==> config.mk <==
export PLATFORM = sky130hd
export DESIGN_NAME = upower_mc_ctrl
export DESIGN_NICKNAME = d
export VERILOG_FILES = /design/src/rtl/upower_mc_ctrl.sv
export SDC_FILE = /design/constraint.sdc
export NUM_CORES = 1
export LEC_CHECK = 0
export CAP_MARGIN = 20
export CORE_MARGIN = 4
export CORE_UTILIZATION = 42
export DETAILED_ROUTE_END_ITERATION = 8
export GPL_TIMING_DRIVEN = 0
export HOLD_SLACK_MARGIN = 0.08
export PLACE_DENSITY = 0.81
export REMOVE_ABC_BUFFERS = 1
export SYNTH_ARGS = -nofsm -noshare
export SYNTH_HDL_FRONTEND = slang
export SYNTH_SLANG_ARGS = --single-unit
==> constraint.sdc <==
create_clock -name clk -period 2.1 [get_ports clk]
set_input_delay 0.21 -clock clk [delete_from_list [all_inputs] [get_ports clk]]
set_output_delay 0.21 -clock clk [all_outputs]
set_load 0.005 [all_outputs]
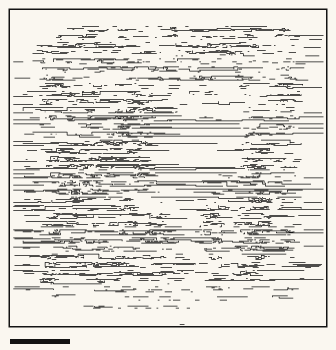
run_1/m1.png
Bar = 20 microns.
- nets with wire on the layer: 655
- main direction: horizontal
Via Count: 4369
drt total wl: 13.37 mm
met1 Use GR: 0.2833

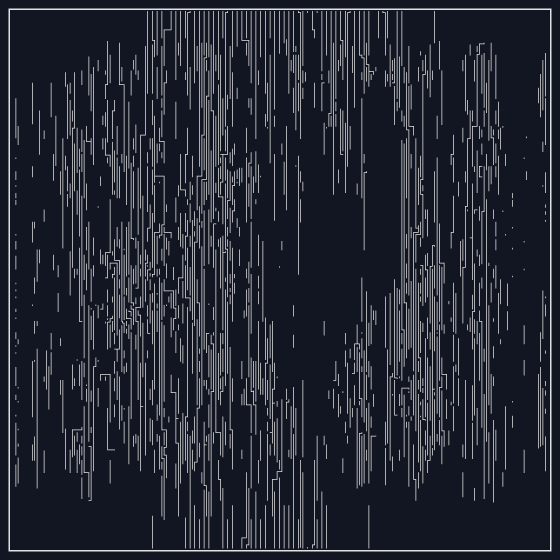
run_1/m2.png
- nets with wire on the layer: 631
- wire length on this layer: 6600 microns
- main direction: vertical
routing usage on met2: 0.3903

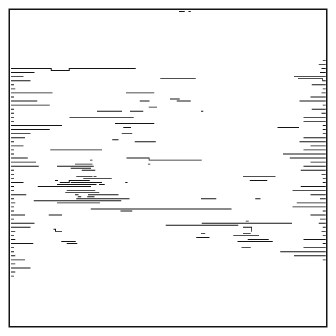
run_1/m3.png
- wire length on this layer: 991 microns
- longest straight run: 46.7 microns
M3 GR Usage: 0.04103

==> flow_summary.ini, run 1 <==
; generated from flow reports
[run_status]
status = finished clean

[logic_synthesis]
top_cell = nand2_1
yosys.area.top_type = dfxtp_1
adder_share = 0.006260
ys.flops = 77
synthTopCellsByArea = dfxtp_1 39%, nand2_1 8.8%, buf_4 7.3%, a21oi_1 5.9%, nand3_1 3.1%
async_flop_share = 0
syn_area_sq_um = 3998
netlist_instances = 506
yosys_cells = 506
ys_seq_frac = 0.3856
top_cell_area_share = 0.3856
ys_chip_area_sq_um = 3998

[clock_network]
hold_buffers = 0
clockBufferDepth = 2
cts_setup_buffers = 8
tritoncts = done

[pwr]
seq-power_mw = 1.90
comb_power_share = 0.351
powerDensity_nw_per_um2 = 740.6
power.switching_mw = 1.526
p_comb_mw = 1.56

[final_layout]
area_growth_pct = 50.02
clk_share = 0.02796
final_common_cell = clkdlybuf4s50_1
post-route-cell-area_sq_um = 5997
fillers = 775
largest_class = combinational gates
clkbuf_count = 11
buffer_area_frac = 0.3347
drive_gt1_frac = 0.09271
final_cell_count_no_fill = 787
inverters = 10
seqAreaFraction = 0.2598
flop_area_sq_um = 1558
num_antenna_cells = 0
nNonClkBuffers = 201
combGateArea_sq_um = 2066

[sta]
setup_viol = 0
hold_violations = 0
setup_tns_ns = 0
fin_crit_sh = 0.9821
drv_slew = 0
setup_slack_ns = 0.03751
worstMarginPinSlew_ns = 0.8139
relSlewSlack = 0.4574

[setup_path]
max_stage_delay_ns = 0.67
r2r_setup_slack_ns = 0.04
cp_max_fo = 12
critPathTopFamily = simple AND/OR/NAND/NOR gates
r2r_cells = 4
end_kind = register
start_kind = register
path_depth = 4

[routing]
wl_met1_mm = 5.547
first_pass_iters = 6
detail-route-antenna-nets = 0
wl_per_cell_microns = 16.99
maxUsedRoutingLayer = met4
wl_met2_mm = 6.602
wl_met3_microns = 990
drt_iter0_drc = 330

[global_route]
grt_pass1_wl_mm = 20.58
grt_usage = 0.2239
grt_overflow = 0
antenna_found_initial = 0

[placement]
pre_cts_slack_ns = -0.6065
gp_congestion = 0.8347
dp_cells = 754
place_area_sq_um = 5635

[run]
maxCapViolCount = 0
tool_warnings = 25

[floorplan]
die_area_sq_um = 11140
die_w_microns = 105.6
die_y_microns = 105.6
n_tap_cell = 129

[min_path]
min_path_cells = 3
run_1/congestion_map.png
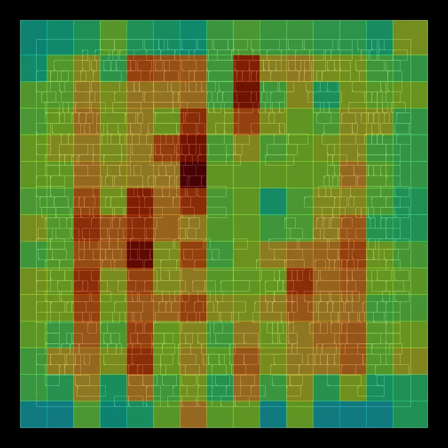

==> run 2, diff against run 1 <==
- SLEW_MARGIN: unset -> 5
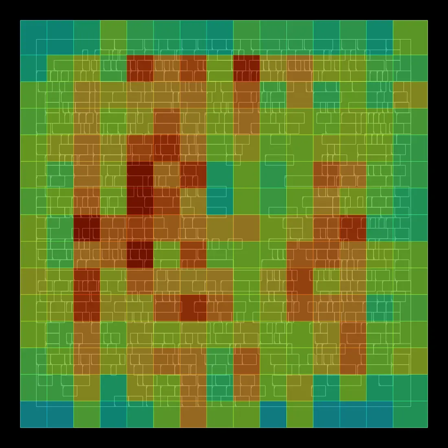
run_2/congestion_map.png
met1 Use GR: 0.2692
grt peak-use layer: met2
average wire per standard cell: 17.24 microns
gr usage total: 0.2197

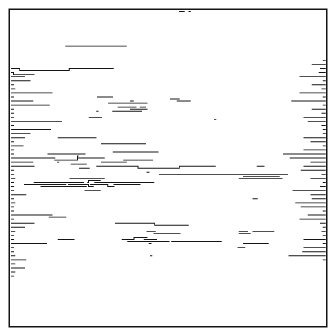
run_2/m3.png
- nets with wire on the layer: 139
- longest straight run: 42.8 microns
Via Count: 4365
drt total wl: 13.54 mm

==> run 2 against run 1 <==
Net effect:
- cell area increased by 1.8%
- clock power increased by 42%
- largest cell class unchanged
- largest power group unchanged
- register-to-register slack improved by 0.05 ns
- setup slack improved by 0.054 ns
- utilization increased by 1.2 points
- global-route usage decreased by 0.42 points
- hold slack got worse by 0.011 ns
- sequential cell count unchanged
- power increased by 9.1%
- clock skew about the same
- non-clock buffer count decreased by 3
==> flow_summary.ini, run 2 <==
; generated from flow reports
[global_route]
antenna_found_initial = 0
use_met3 = 0.04593
grt_pass1_wl_mm = 20.27

[final_layout]
combGateArea_sq_um = 2093
inverters = 10
drive_gt1_frac = 0.1006
num_antenna_cells = 0
final_cell_count_no_fill = 785
area_growth_pct = 52.71
clkbuf_count = 11
buffer_area_frac = 0.3275
fillers = 765
seqAreaFraction = 0.2564
nNonClkBuffers = 198

[logic_synthesis]
syn_area_sq_um = 3998
netlist_instances = 506
top_cell = nand2_1
synthTopCellsByArea = dfxtp_1 39%, nand2_1 8.8%, buf_4 7.3%, a21oi_1 5.9%, nand3_1 3.1%
async_flop_share = 0
ys_seq_frac = 0.3856
top_cell_area_share = 0.3856
yosys.area.top_type = dfxtp_1
ys_chip_area_sq_um = 3998

[sta]
drv_slew = 0
relSlewSlack = 0.4694
setup_slack_ns = 0.09124
hold_violations = 0
setup_tns_ns = 0
setup_viol = 0

[pwr]
powerDensity_nw_per_um2 = 794.0
p_comb_mw = 1.53
comb_power_share = 0.316
seq-power_mw = 1.92

[setup_path]
max_stage_delay_ns = 0.51
r2r_cells = 7
r2r_setup_slack_ns = 0.09
end_kind = primary output
path_depth = 4
cp_max_fo = 9
critPathTopFamily = simple AND/OR/NAND/NOR gates
crit_buf_inv = 1

[routing]
detail-route-antenna-nets = 0
maxUsedRoutingLayer = met4
first_pass_iters = 6
wl_met3_microns = 986
wl_met2_mm = 6.692
wl_met1_mm = 5.651

[floorplan]
die_w_microns = 105.6
n_tap_cell = 129

[run]
tool_warnings = 25

[placement]
gp_congestion = 0.8347
dp_cells = 754
pre_cts_slack_ns = -0.6409

[run_status]
status = finished clean

[clock_network]
cts_setup_buffers = 3
tritoncts = done

[min_path]
min_path_cells = 3
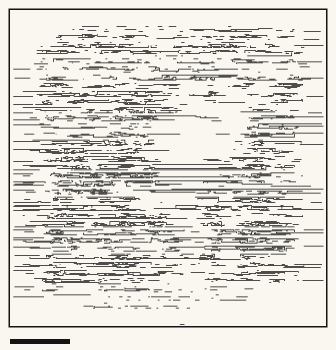
run_2/m1.png
Bar = 20 microns.
- nets with wire on the layer: 650
- share of all routed wire: 42%

run_2/m2.png
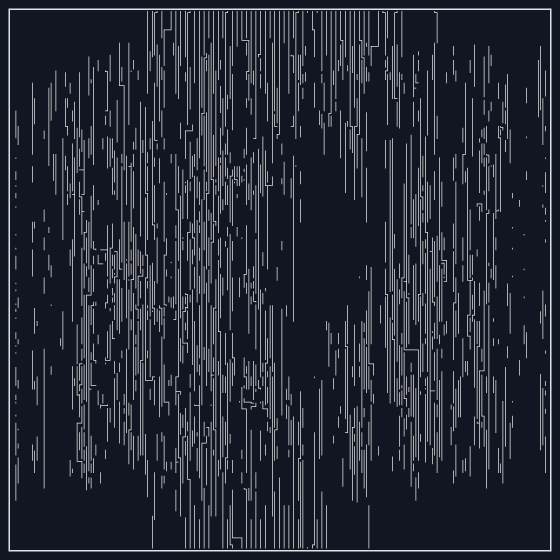

==> run 3, diff against run 2 <==
- TNS_END_PERCENT: unset -> 10
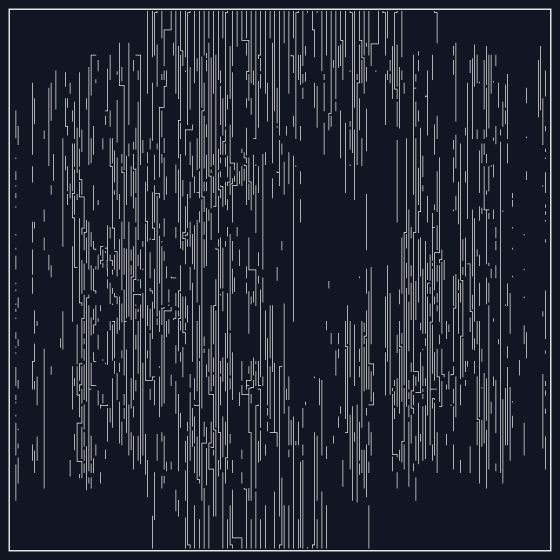
run_3/m2.png
- wire length on this layer: 6490 microns
- main direction: vertical
Via Count: 4312
routing usage on met2: 0.3871
drt total wl: 13.04 mm

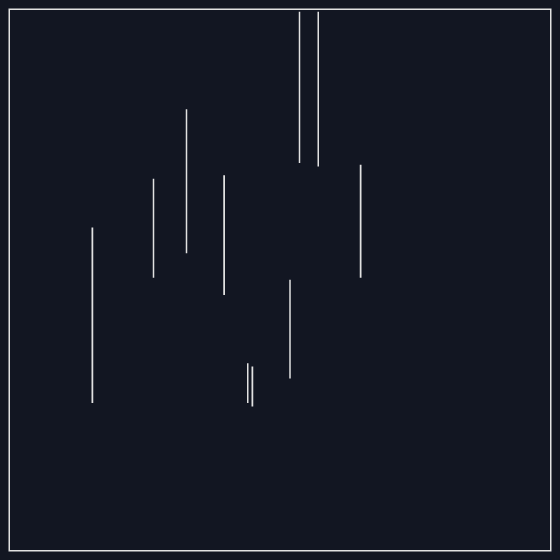
run_3/m4.png
- share of all routed wire: 1.7%
- wire length on this layer: 219 microns
- nets with wire on the layer: 8

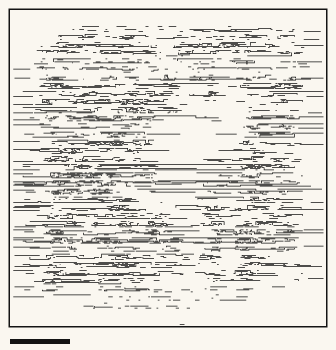
run_3/m1.png
Bar = 20 microns.
- wire length on this layer: 5370 microns
- nets with wire on the layer: 639
- longest straight run: 51.5 microns
met1 Use GR: 0.2685

==> run 3 against run 2 <==
Net effect:
- the run now ends with setup timing left
- clock skew up 0.0027 ns
- power is 2.2% lower
- synthesized cell count did not move
- via count fell by 1.2%
- clock-buffer cell count is the same
- synthesized area stayed put
- setup slack got worse by 0.095 ns
- critical path type is now reg2reg
==> flow_summary.ini, run 3 <==
; generated from flow reports
[run_status]
status = finished with violations
violations = setup timing

[routing]
wl_per_cell_microns = 16.78
first_pass_iters = 7
wl_met2_mm = 6.492
drt_iter0_drc = 242
maxUsedRoutingLayer = met4
detail-route-antenna-nets = 0
wl_met1_mm = 5.365

[final_layout]
final_common_cell = clkdlybuf4s50_1
flop_area_sq_um = 1563
largest_class = combinational gates
buffer_area_frac = 0.3237
nNonClkBuffers = 192
clk_share = 0.04101
clkbuf_count = 11
seqAreaFraction = 0.2587
combGateArea_sq_um = 2076
num_antenna_cells = 0
inverters = 10
final_cell_count_no_fill = 777
drive_gt1_frac = 0.09105
fillers = 774

[setup_path]
critPathTopFamily = simple AND/OR/NAND/NOR gates
start_kind = register
cp_max_fo = 27
path_depth = 5
r2r_setup_slack_ns = -0.003
max_stage_delay_ns = 0.75
end_kind = register
crit_buf_inv = 0

[sta]
fin_crit_sh = 1.002
setup_viol = 1
drv_slew = 0
relSlewSlack = 0.4520
setup_slack_ns = -0.003392
setup_tns_ns = -0.003392
worstMarginPinSlew_ns = 0.8221

[placement]
place_area_sq_um = 5632
gp_congestion = 0.8347
pre_cts_slack_ns = -0.6409
dp_cells = 754

[logic_synthesis]
async_flop_share = 0
ys.flops = 77
yosys.area.top_type = dfxtp_1
synth.avg_cell_area_sq_um = 7.900
ys_seq_frac = 0.3856
top_cell = nand2_1
synthTopCellsByArea = dfxtp_1 39%, nand2_1 8.8%, buf_4 7.3%, a21oi_1 5.9%, nand3_1 3.1%
ys_chip_area_sq_um = 3998
netlist_instances = 506
adder_share = 0.006260
syn_area_sq_um = 3998
top_cell_area_share = 0.3856

[global_route]
use_met3 = 0.04593
busiest_layer = met2
grt_pass1_wl_mm = 20.23
antenna_found_initial = 0
grt_overflow = 0
grt_usage = 0.2195

[pwr]
seq-power_mw = 1.89
power.switching_mw = 1.489
p_comb_mw = 1.45
powerDensity_nw_per_um2 = 784.8

[clock_network]
hold_buffers = 0
clockBufferDepth = 2
tritoncts = done
cts_setup_buffers = 3

[run]
tool_warnings = 27
maxCapViolCount = 0

[floorplan]
die_w_microns = 105.6
die_area_sq_um = 11140
io_pins = 184
die_y_microns = 105.6
n_tap_cell = 129

[min_path]
min_path_cells = 3
No activity file was given, so power comes from the tool's default toggle rates.
